Run 1, a small window of the routed layout:
The bar under the picture is 20 um long. Region (13, 13) to (63, 63) um. Cells in grey, sequential cells in the stronger grey; small squares are vias.
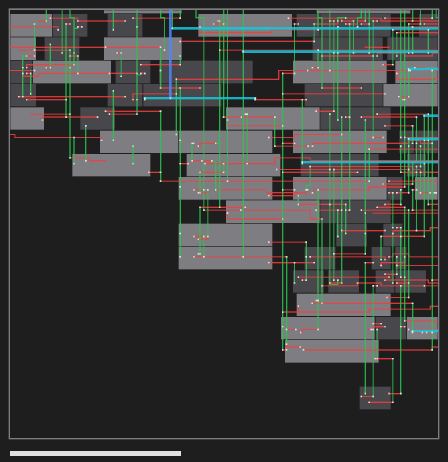
Run 1, where the registers sit:
Other sequential cells in the stronger grey, the rest of the logic in the fainter grey.
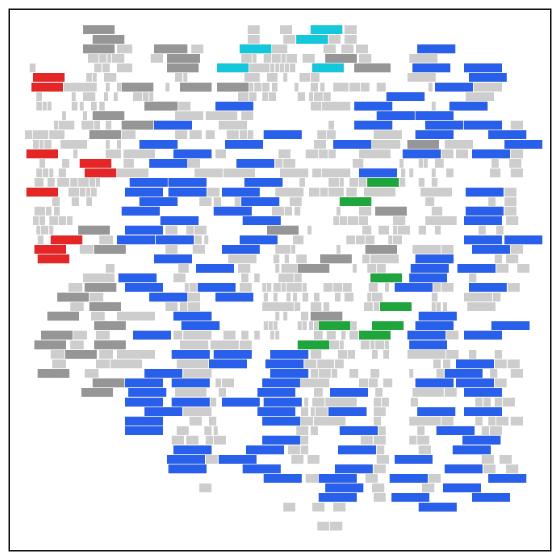
Run 1, wire density map:
The bar under the picture is 50 um long. 31 x 31 tiles, from black (low) to pale yellow (high), scaled to the fullest tile. Values are wire area over tile area, all layers added.
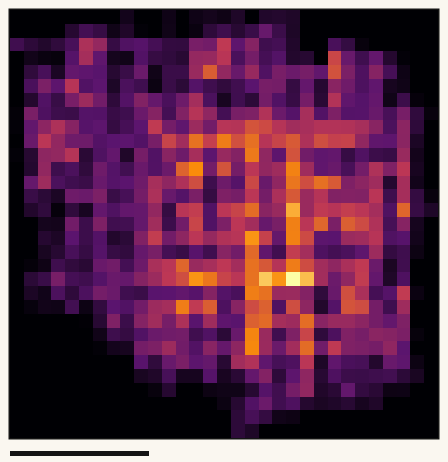
==> config.mk <==
export PLATFORM = sky130hd
export DESIGN_NAME = uart_rx_fifo
export DESIGN_NICKNAME = d
export VERILOG_FILES = /design/src/rtl/uart_rx_fifo.sv
export SDC_FILE = /design/constraint.sdc
export NUM_CORES = 1
export LEC_CHECK = 0
export CAP_MARGIN = 10
export CORE_MARGIN = 2
export CORE_UTILIZATION = 40
export DETAILED_ROUTE_END_ITERATION = 8
export PLACE_DENSITY = 0.53
export SLEW_MARGIN = 20
export SYNTH_ARGS = -nofsm -noshare
export SYNTH_HDL_FRONTEND = slang
export SYNTH_SLANG_ARGS = --single-unit
==> constraint.sdc <==
create_clock -name clk_50m -period 4.8 [get_ports clk_50m]
set_input_delay 0.96 -clock clk_50m [delete_from_list [all_inputs] [get_ports clk_50m]]
set_output_delay 0.96 -clock clk_50m [all_outputs]
set_load 0.005 [all_outputs]
==> src/rtl/uart_rx_fifo.sv <==
// uart_rx_fifo: oversampling UART receiver (8N1, or 8E1 when UART_RX_PARITY_EN
// is defined) feeding a first-word fall-through byte FIFO.
//
// Configuration macro: UART_RX_PARITY_EN adds a PARITY state and the
// parity_err output.
//
// Ports:
//   clk_50m     system clock, rising edge
//   rst_n       asynchronous active-low reset
//   rxd         serial line, asynchronous, idles high
//   rd_en       pop request, honoured only while rx_rdy=1
//   rd_data     FIFO head byte (valid while rx_rdy=1)
//   rx_rdy      FIFO not empty
//   fifo_cnt    FIFO occupancy, 0..2**DEPTH_LOG2
//   frame_err   sticky, stop bit sampled low
//   overrun     sticky, byte dropped on a full FIFO
//   parity_err  sticky, parity mismatch (UART_RX_PARITY_EN only)
//   clr_err     synchronous clear of the sticky flags; a coincident set wins
module uart_rx_fifo #(
  parameter int unsigned CLK_HZ     = 50000000,
  parameter int unsigned BAUD       = 115200,
  parameter int unsigned DEPTH_LOG2 = 4
) (
  input  logic                  clk_50m,
  input  logic                  rst_n,
  input  logic                  rxd,
  input  logic                  rd_en,
  output logic [7:0]            rd_data,
  output logic                  rx_rdy,
  output logic [DEPTH_LOG2:0]   fifo_cnt,
  output logic                  frame_err,
  output logic                  overrun,
`ifdef UART_RX_PARITY_EN
  output logic                  parity_err,
`endif
  input  logic                  clr_err
);

  localparam int unsigned CLKS_PER_BIT = CLK_HZ / BAUD;
  localparam int unsigned HALF_BIT     = CLKS_PER_BIT / 2;
  localparam int unsigned CNT_W        = $clog2(CLKS_PER_BIT);
  localparam int unsigned DEPTH        = 2 ** DEPTH_LOG2;
  localparam int unsigned CW           = DEPTH_LOG2 + 1;

  typedef enum logic [2:0] {
    S_IDLE,
    S_START,
    S_DATA,
`ifdef UART_RX_PARITY_EN
    S_PARITY,
`endif
    S_STOP
  } state_t;

  state_t                state;
  logic                  rxd_m;
  logic                  rxd_s;
  logic                  rxd_s_d;
  logic [CNT_W-1:0]      baud_cnt;
  logic [2:0]            bit_idx;
  logic [7:0]            shreg;
  logic                  push_vld;
  logic [7:0]            push_byte;
`ifdef UART_RX_PARITY_EN
  logic                  par_ok;
`endif

  logic [7:0]            mem [DEPTH];
  logic [DEPTH_LOG2-1:0] wr_ptr;
  logic [DEPTH_LOG2-1:0] rd_ptr;

  logic                  push_ok_c;
  logic                  pop_ok_c;
  logic [DEPTH_LOG2-1:0] rd_ptr_nxt_c;
  logic [CW-1:0]         cnt_nxt_c;
  logic [7:0]            head_c;

  wire mid_start = (baud_cnt == CNT_W'(HALF_BIT - 1));
  wire bit_end   = (baud_cnt == CNT_W'(CLKS_PER_BIT - 1));

  // Two-flop synchroniser plus one delay flop for falling-edge detection.
  always_ff @(posedge clk_50m or negedge rst_n) begin
    if (!rst_n) begin
      rxd_m   <= 1'b1;
      rxd_s   <= 1'b1;
      rxd_s_d <= 1'b1;
    end else begin
      rxd_m   <= rxd;
      rxd_s   <= rxd_m;
      rxd_s_d <= rxd_s;
    end
  end

  // Receive FSM; emits a one-cycle push strobe with the assembled byte.
  always_ff @(posedge clk_50m or negedge rst_n) begin
    if (!rst_n) begin
      state      <= S_IDLE;
      baud_cnt   <= '0;
      bit_idx    <= '0;
      shreg      <= '0;
      push_vld   <= 1'b0;
      push_byte  <= '0;
      frame_err  <= 1'b0;
`ifdef UART_RX_PARITY_EN
      par_ok     <= 1'b1;
      parity_err <= 1'b0;
`endif
    end else begin
      push_vld <= 1'b0;
      if (clr_err) begin
        frame_err  <= 1'b0;
`ifdef UART_RX_PARITY_EN
        parity_err <= 1'b0;
`endif
      end
      case (state)
        S_IDLE: begin
          if (rxd_s_d && !rxd_s) begin
            baud_cnt <= '0;
            state    <= S_START;
          end
        end
        S_START: begin
          if (mid_start) begin
            baud_cnt <= '0;
            bit_idx  <= '0;
            // A high line at mid start bit means the edge was a glitch.
            state    <= rxd_s ? S_IDLE : S_DATA;
          end else begin
            baud_cnt <= baud_cnt + CNT_W'(1);
          end
        end
        S_DATA: begin
          if (bit_end) begin
            shreg    <= {rxd_s, shreg[7:1]};
            baud_cnt <= '0;
            bit_idx  <= bit_idx + 3'd1;
            if (bit_idx == 3'd7) begin
`ifdef UART_RX_PARITY_EN
              state <= S_PARITY;
`else
              state <= S_STOP;
`endif
            end
          end else begin
            baud_cnt <= baud_cnt + CNT_W'(1);
          end
        end
`ifdef UART_RX_PARITY_EN
        S_PARITY: begin
          if (bit_end) begin
            // Even parity: data bits plus parity bit must XOR to zero.
            par_ok   <= ~(^{shreg, rxd_s});
            if (^{shreg, rxd_s}) parity_err <= 1'b1;
            baud_cnt <= '0;
            state    <= S_STOP;
          end else begin
            baud_cnt <= baud_cnt + CNT_W'(1);
          end
        end
`endif
        S_STOP: begin
          if (bit_end) begin
            baud_cnt  <= '0;
            push_byte <= shreg;
            state     <= S_IDLE;
            if (rxd_s) begin
`ifdef UART_RX_PARITY_EN
              push_vld <= par_ok;
`else
              push_vld <= 1'b1;
`endif
            end else begin
              frame_err <= 1'b1;
            end
          end else begin
            baud_cnt <= baud_cnt + CNT_W'(1);
          end
        end
        default: state <= S_IDLE;
      endcase
    end
  end

  // FIFO next-state: a push into a full FIFO is accepted only alongside a pop.
  always_comb begin
    pop_ok_c     = rd_en && rx_rdy;
    push_ok_c    = push_vld && ((fifo_cnt < CW'(DEPTH)) || rd_en);
    rd_ptr_nxt_c = pop_ok_c ? rd_ptr + DEPTH_LOG2'(1) : rd_ptr;
    cnt_nxt_c    = fifo_cnt;
    if (push_ok_c && !pop_ok_c) cnt_nxt_c = fifo_cnt + CW'(1);
    if (!push_ok_c && pop_ok_c) cnt_nxt_c = fifo_cnt - CW'(1);
    // Bypass covers the write landing on the slot that becomes the head.
    head_c = (push_ok_c && (wr_ptr == rd_ptr_nxt_c)) ? push_byte : mem[rd_ptr_nxt_c];
  end

  // FIFO storage.
  always_ff @(posedge clk_50m) begin
    if (push_ok_c) mem[wr_ptr] <= push_byte;
  end

  // FIFO pointers, occupancy, registered head and overrun flag.
  always_ff @(posedge clk_50m or negedge rst_n) begin
    if (!rst_n) begin
      wr_ptr   <= '0;
      rd_ptr   <= '0;
      fifo_cnt <= '0;
      rx_rdy   <= 1'b0;
      rd_data  <= '0;
      overrun  <= 1'b0;
    end else begin
      if (push_ok_c) wr_ptr <= wr_ptr + DEPTH_LOG2'(1);
      rd_ptr   <= rd_ptr_nxt_c;
      fifo_cnt <= cnt_nxt_c;
      rx_rdy   <= (cnt_nxt_c != '0);
      if (push_ok_c || pop_ok_c) rd_data <= head_c;
      if (clr_err) overrun <= 1'b0;
      if (push_vld && !push_ok_c) overrun <= 1'b1;
    end
  end

endmodule
==> results.cfg, run 1 <==
; generated from flow reports
[run_status]
run_status = complete, no violations

[cells_and_area]
stdcell_count = 955
clock_buffer_count = 20
nFillCells = 1925
buffers = 34
drive_gt1_frac = 0.150
synthToLayoutAreaGrowth_pct = 11.3
lay_top_count = edfxtp_1
diodes = 0
fin_area_mm2 = 0.0100
top_regs = mem x128, baud_cnt x9
largest_register_ffs = 128
regMostFlops = mem
logic_gates = 404
lay_top_cells = edfxtp_1 (128), mux2i_1 (88), dfrtp_1 (54)
buffer_area_frac = 0.0300
largest_class = flip-flops and latches
nonClockInverterCount = 19

[clocking]
cts_setup_buffers = 0
clock-sinks = 186
root_buffer = clkbuf_16
clk_pin_slew_ns = 0.07
cts.repair.resized = 0
cts_tree = built
htreeDepth = 4
clockBufferDepth = 2

[power_and_ir_drop]
p_sw_mw = 1.63
pg_clk_mw = 1.46
p_comb_frac = 0.309
total_power_mw = 4.86
power.internal_mw = 3.24
ir_drop_mv = 0.346
seq_power_share = 0.391
swShare = 0.335
power_density_mw_per_mm2 = 486
comb-power_mw = 1.51

[synth]
ys_warn_count = 0
top_area_frac = 0.428
common_cells = edfxtp_1 (128), mux2i_1 (88), dfrtp_1 (55)
largest_area_cell = edfxtp_1
synth_cells = 649
edf_count = 128
aoi_share = 0.0905
mux_area_frac = 0.172
adder_share = 0.0167
synth.avg_cell_area_um2 = 13.8
xor_area_frac = 0.0202
flop_cell = edfxtp_1
topCombFamilyByArea = multiplexers

[sta]
rsz0062_at_grt = false
setup_tns_ns = 0
holdWs_ns = 0.365
slew_violations = 0
max_slew.worst_pin.slew_ns = 0.930
finClkSkew_ns = 0.0119
max_freq_mhz = 288
finalWorstSetupSlack_ns = 1.32
setup_viol = 0

[job]
warning_count = 32

[critical_path]
r2r_slack_ns = 1.72
startpoint = rd_en
criticalPathCategory = in -> reg
r2r_start = rd_ptr[0]
crit_chain = clkdlybuf4s50_1 -> nand2_2 -> nor3_2 -> nor2_2 -> inv_2 -> a211oi_1 -> a31oi_1 -> o31ai_1
cp.arrival_ns = 3.75
max_stage_delay_ns = 0.83
worstRegToRegCells = 8

[route]
drt-met1-wl_um = 9200
highest-signal-layer = met4
viasPerCell = 5.79
drc_errors = 0
drt_first_iter_violations = 441
drtAntennaViolNets = 0
wl_met2_um = 10600
drt_wl_total_um = 21400

[grt]
grt_util_met1 = 0.247
grt_pass1_wl_um = 33500
grt_max_degree = 58
antenna_found_initial = 0
grt_usage = 0.189
first_global_vias = 5615

[worst_hold_path]
hold_depth = 0
worstHoldEndpoint = rxd_s

[floorplanning]
fp_util = 0.409
taps = 280
fp.dieH_um = 154

[placed_design]
dpl.hpwl_um = 13900
place_area_mm2 = 0.00938
dp_slack_ns = 0.890
About 'a small window of the routed layout':
- blue: metal 4
- green: metal 2
- red: metal 1
- cyan: metal 3
- netlist names of flops here include: `mem` (15), `push_byte` (3), `shreg` (2)
- sequential cells in the window: 20
- cells with their middle in the window: 54
- most frequent: edfxtp_1 (15), mux2i_1 (9), mux2_2 (8)

About 'where the registers sit':
- cyan: `fifo_cnt` (sequential cells 5; where top centre)
- blue: `mem` (sequential cells 128; where widely spread)
- green: `rd_data` (sequential cells 8)
- red: `baud_cnt` (sequential cells 9)
- not coloured: 36
seq pwr: 1.90 mW
FF+latch area: 0.00530 mm^2
Seq/total area: 0.530
post-layout util: 0.455

About 'wire density map':
- densest ninth of the die: centre
- mean over tiles: 0.14
- tiles over half the peak: 8.9%
- emptiest ninth of the die: lower left
wire per inst: 22.4 um
Vias: 5528

==> inputs of run 2 (changes only) <==
Settings changed: PLACE_DENSITY 0.53 to 0.55.
Clock period 4.8 ns to 3.1 ns, I/O delays scaled along.
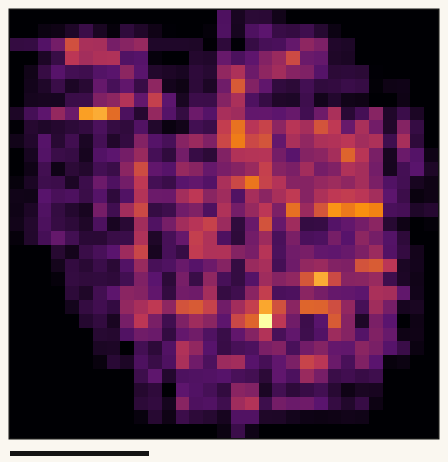
Run 2: wire density map
The bar under the picture is 50 um long. 31 x 31 tiles, from black (low) to pale yellow (high), scaled to the fullest tile. Values are wire area over tile area, all layers added.
wire per inst: 21.4 um
total track usage: 0.183
final wirelength: 20900 um
Vias: 5660

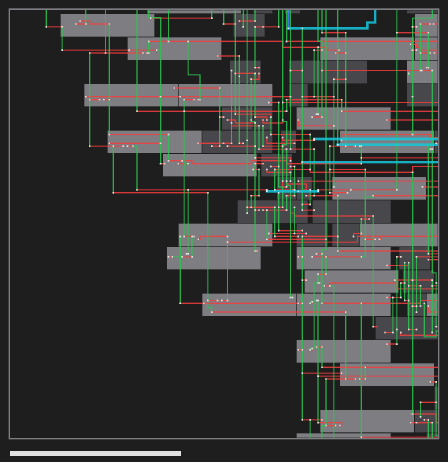
Run 2: a small window of the routed layout
The bar under the picture is 20 um long. Region (13, 13) to (63, 63) um. Cells in grey, sequential cells in the stronger grey; small squares are vias.

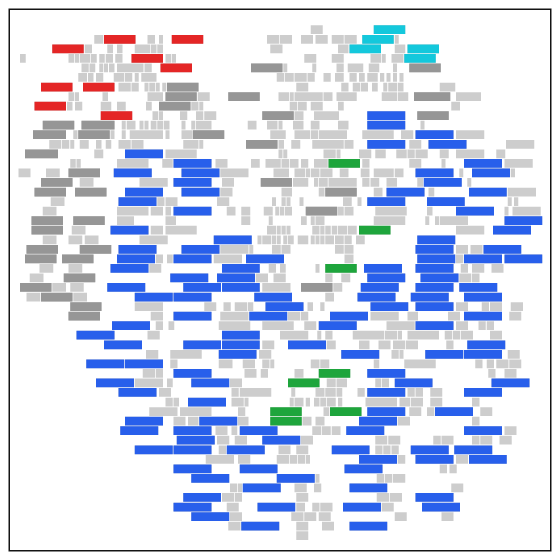
Run 2: where the registers sit
Other sequential cells in the stronger grey, the rest of the logic in the fainter grey.
seq pwr: 2.95 mW
post-layout util: 0.462
Seq/total area: 0.523

==> run 2 against run 1 <==
Effect of this change: register-to-register slack worse by 1.2 ns; sequential share of layout area shrank 0.73 points; core utilization is 0.64 points higher; clock power grew 42%; critical endpoint is now rd_data[2]; largest cell class unchanged; highest routed layer is now met5.
==> results.cfg, run 2 <==
; generated from flow reports
[run_status]
run_status = complete, no violations

[route]
drt-met1-wl_um = 9330
drt_first_iter_violations = 423
highest-signal-layer = met5
drc_errors = 0
drtAntennaViolNets = 0
wl_met2_um = 9940
viasPerCell = 5.79

[placed_design]
dp_slack_ns = 0.0186
place_area_mm2 = 0.00957
dpl.hpwl_um = 13800

[sta]
setup_tns_ns = 0
setup_viol = 0
finClkSkew_ns = 0.0197
slew_violations = 0
rsz0062_at_grt = false
max_slew.worst_pin.slew_ns = 0.709
holdWs_ns = 0.215

[floorplanning]
taps = 280
fp.dieH_um = 154
fp_util = 0.409

[clocking]
cts_setup_buffers = 0
clk_pin_slew_ns = 0.07
clock-sinks = 186
clockBufferDepth = 2
root_buffer = clkbuf_16
cts_tree = built

[power_and_ir_drop]
power.internal_mw = 4.87
swShare = 0.348
p_sw_mw = 2.60
p_comb_frac = 0.326
pg_clk_mw = 2.08
seq_power_share = 0.395
power_density_mw_per_mm2 = 737
total_power_mw = 7.48

[synth]
flop_cell = edfxtp_1
common_cells = edfxtp_1 (128), mux2i_1 (88), dfrtp_1 (55)
largest_area_cell = edfxtp_1
aoi_share = 0.0905
edf_count = 128
synth.avg_cell_area_um2 = 13.8
xor_area_frac = 0.0202
top_area_frac = 0.428

[cells_and_area]
logic_gates = 404
largest_class = flip-flops and latches
drive_gt1_frac = 0.178
seq_area_mm2 = 0.00530
top_regs = mem x128, baud_cnt x9
fin_area_mm2 = 0.0101
lay_top_count = edfxtp_1
largest_register_ffs = 128
diodes = 0
lay_top_cells = edfxtp_1 (128), mux2i_1 (88), dfrtp_1 (54)
buffer_area_frac = 0.0484
regMostFlops = mem
clock_buffer_count = 18
nFillCells = 1911
buffers = 56
synthToLayoutAreaGrowth_pct = 12.9

[critical_path]
r2r_start = rd_ptr[0]
worstRegToRegCells = 8
criticalPathCategory = in -> reg

[grt]
grt_pass1_wl_um = 32900
grt_util_met1 = 0.248
antenna_found_initial = 1
Power is estimated from default activity; no workload was simulated.
